Fig. 1: run 1, gate families picked out
(1.5 px per µm)
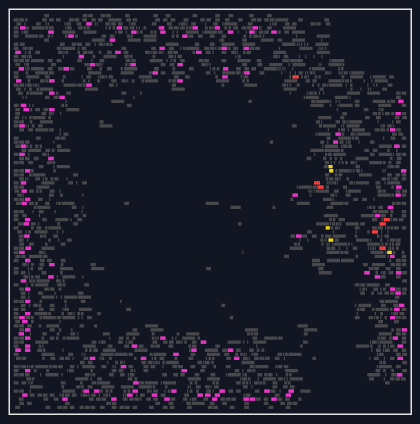
Fig. 2: run 1, clock wiring as the flow saved it
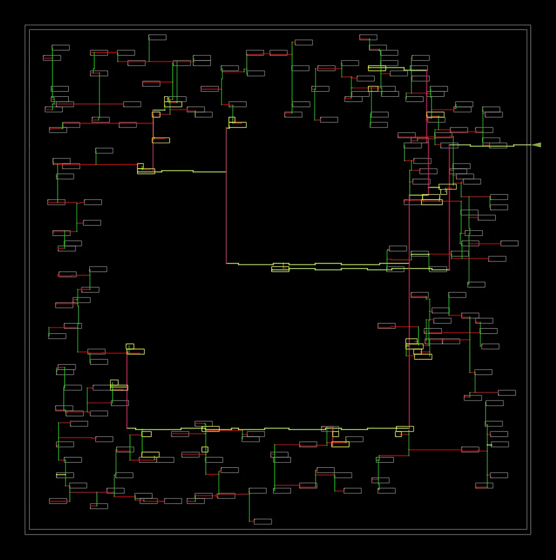
Fig. 3: run 1, wiring by layer
(1.5 px per µm)
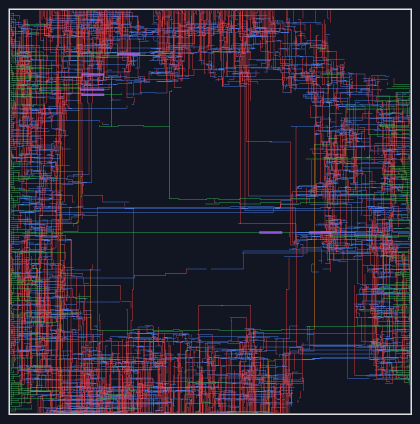
Fig. 4: run 1, where the registers sit
(1 px per µm)
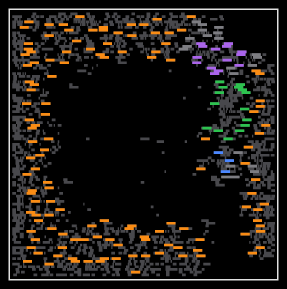
Design pairhmm_wb_sched, sky130hd; sources not shown.
==> flow_metrics.py <==
# Flow results
metrics = {
    "worst_setup_path": {
        "crit_chain": "clkdlybuf4s50_1 -> inv_2 -> and3_1 -> nor4_4 -> inv_4 -> ha_1 -> and3_1 -> clkdlybuf4s50_1",
        "r2r_cells": 7,
        "cpMaxStageDelayCell": "clkdlybuf4s50_1",
        "crit_cells": 8,
        "path_delay_family": "buffers and inverters",
        "worst_path_largest_cell_delay_ns": 0.69,
        "crit_required_ns": 4.85,
        "arrival_ns": 3.74,
        "r2r_slack_ns": 2.20,
        "cp-end-kind": "output pin",
        "path_buffers": 4,
    },
    "synth": {
        "edf_count": 0,
        "synth_top_area_share_pct": 43.2,
        "yosys-top-cells-area": "dfrtp_1 43%, mux2_2 14%, nand2_1 12%",
        "netlist_instances": 1173,
        "ys_cells": 1173,
        "synthTopCellsByCount": "329 x nand2_1, 181 x dfrtp_1, 129 x a31oi_1, 129 x mux2_2, 128 x o22ai_1",
        "ys_area_um2": 10500,
        "yosys.area_share.aoi_pct": 17.4,
        "logic_family": "simple AND/OR/NAND/NOR gates",
        "synthDistinctLibCells": 56,
        "yosysTopAreaCell": "dfrtp_1",
        "yosysSeqAreaShare_pct": 43.2,
        "synth_async_sr_flop_share_pct": 100,
        "synth_flops": 181,
        "ys_warn_count": 0,
        "ys_sh_adder_pct": 0.836,
        "netlist_area_um2": 10500,
        "ff_type": "dfrtp_1",
        "simple_gate_share_pct": 17.7,
        "syn_nets": 1704,
        "synth.avg_cell_area_um2": 8.93,
        "most_common_cell": "nand2_1",
        "xor_area_share_pct": 2.34,
        "ys_sh_mux_pct": 14.1,
    },
    "route": {
        "ant_nets": 0,
        "post_drt_wl_per_cell_um": 20.0,
        "routedLengthMet1_um": 21500,
        "route.met2.wl_um": 27700,
        "viasPerCell": 4.24,
        "dr_wl_met3_um": 4690,
        "firstDrtPassIters": 5,
        "maxUsedRoutingLayer": "met5",
        "drcViolationCount": 0,
    },
    "worst_hold_path": {
        "hold_path_depth": 2,
        "hp-class": "register to register",
    },
    "floorplanning": {
        "core_um2": 69300,
        "die.size.y_um": 269,
        "dieArea_um2": 71800,
        "core.rowCount": 97,
        "die_w_um": 267,
        "io_pins": 689,
    },
    "finish": {
        "fillCellCount": 7356,
        "finalInstanceArea_um2": 18900,
        "largest_register_ffs": 128,
        "drive_above_1_share_pct": 10.9,
        "final_cell_mix": "688 x clkdlybuf4s50_1, 328 x nand2_1, 181 x dfrtp_1, 129 x mux2_2, 129 x a31oi_1",
        "nets": 2329,
    },
    "final_timing": {
        "tns_ns": 0,
        "min_period_over_period_pct": 80.7,
        "max_slew_margin_pct": 23.3,
        "final.setup_skew_ns": 0.0207,
        "final.min_clock_period_ns": 4.60,
        "finalSetupViolCount": 0,
        "slew_viol_final": 0,
    },
    "power_and_ir_drop": {
        "p_leak_nw": 7.27,
        "ir_worst_vdd_mv": 0.351,
        "power_density_nw_per_um2": 521,
    },
    "grt": {
        "grt.overflow.total": 0,
        "grt_pass1_wl_um": 79300,
        "antenna_found_initial": 19,
        "grt_max_degree": 155,
        "grt_pass1_vias": 12400,
    },
    "placement": {
        "dp.cells": 2719,
        "hpwl_um": 41800,
        "place_area_um2": 18300,
        "place.port_buffers": 688,
        "dp_slack_ns": 1.09,
    },
    "clocking": {
        "cts.reportedPaths.clkPinSlew_ns": 0.08,
        "clock_latency_ns": 0.49,
        "clock-root-buffer": "clkbuf_16",
        "cts_tree": "built",
        "cts.path.max_buffers": 2,
        "htree_levels": 4,
    },
    "status": {
        "status": "complete, no violations",
    },
    "flow_run": {
        "warnings": 32,
        "cap_violations": 0,
    },
}
## Picture notes: Fig. 1
Magenta shows mux cells, cells 131, most used mux2_2, where spread over the die. Red shows fa/ha/maj cells, cells 7, most used ha_1, where right middle. Yellow shows non-inverting ao/oa cells, cells 5, where right middle.
fraction of area in multi-input gates: 29.1%
Commonest Layout Cell: clkdlybuf4s50_1
final std cells w/o fill: 2760

## Picture notes: Fig. 2
CTS buffer count: 17
clock buffer count: 19
sinks on the clock net: 181

## Picture notes: Fig. 3
Blue shows M1, wire length 21.5 mm. Green shows M3, wire length 4690 µm. Orange shows M4, wire length 1240 µm. Red shows M2, wire length 27.7 mm. Purple shows M5, wire length 83.7 µm.
Routed WL: 55200 µm
routed via count: 11700
Overall Global Routing Usage: 14.9%

## Picture notes: Fig. 4
Orange shows data_write_pcie, placed flops 128, where spread over the die. Purple shows addr, placed flops 14, where top right. Green shows data_num, placed flops 15. Blue shows state, placed flops 3.
Another 21 sequential cells are not coloured.
Reg area: 4530 µm²
Post-Route Utilization: 27.3%
Seq. pwr: 2.20 mW

-- run 1: routing by layer --
metal / vias up / global-route usage (%)
met5: - / 0
met4: 12 / 6.12
met3: 67 / 5.21
met2: 518 / 25.4
met1: 5600 / 16.9
li1: 5497 / -
-- run 1: kinds of logic after synthesis --
kind of cell               after synthesis
muxes                                  131
and+or+nand+nor                        433
xor gates and xnor gates                28
buffers and inverters                  104
AOI/OAI and AO/OA                      289
adders and majority gates                7
DFF                                    181
-- run 1: area by class of cell --
type / instances / area [µm²] / share of cell area (%)
Timing Repair Buffer: 704 / 7060 / 37.3
Multi-Input combinational cell: 888 / 5520 / 29.1
Tap cell: 940 / 1180 / 6.21
Antenna cell: 9 / 22.5 / 0.119
Inverter: 6 / 33.8 / 0.178
Clock buffer: 19 / 453 / 2.39
Clock inverter: 13 / 149 / 0.786
Sequential cell: 181 / 4530 / 23.9
-- run 1: worst register-to-register path, stage by stage, from the launching register on --
cell and delay (ns):
dfrtp_1 0.54, nor3b_2 0.59, nand2_1 0.24, inv_6 0.32, buf_4 0.77, nand4_1 0.40
or3_1 0.43, a21oi_1 0.14
-- run 1: through the flow --
step           hold slack (ns)  total power [mW]
2_1_floorplan            0.448              6.30
3_3_place_gp             0.467              8.59
3_5_place_dp             0.466              8.64
4_1_cts                  0.485              10.0
5_1_grt                  0.503              10.5
6_report                 0.475              9.86
-- run 1: power by group --
group | internal (mW) | total (mW) | switching [mW]
sequential | 1.83 | 2.20 | 0.376
combinational | 2.30 | 6.36 | 4.05
clock | 0.649 | 1.30 | 0.651
total | 4.78 | 9.86 | 5.08
Power figures rest on the tool's default switching activity, not on a simulated workload.
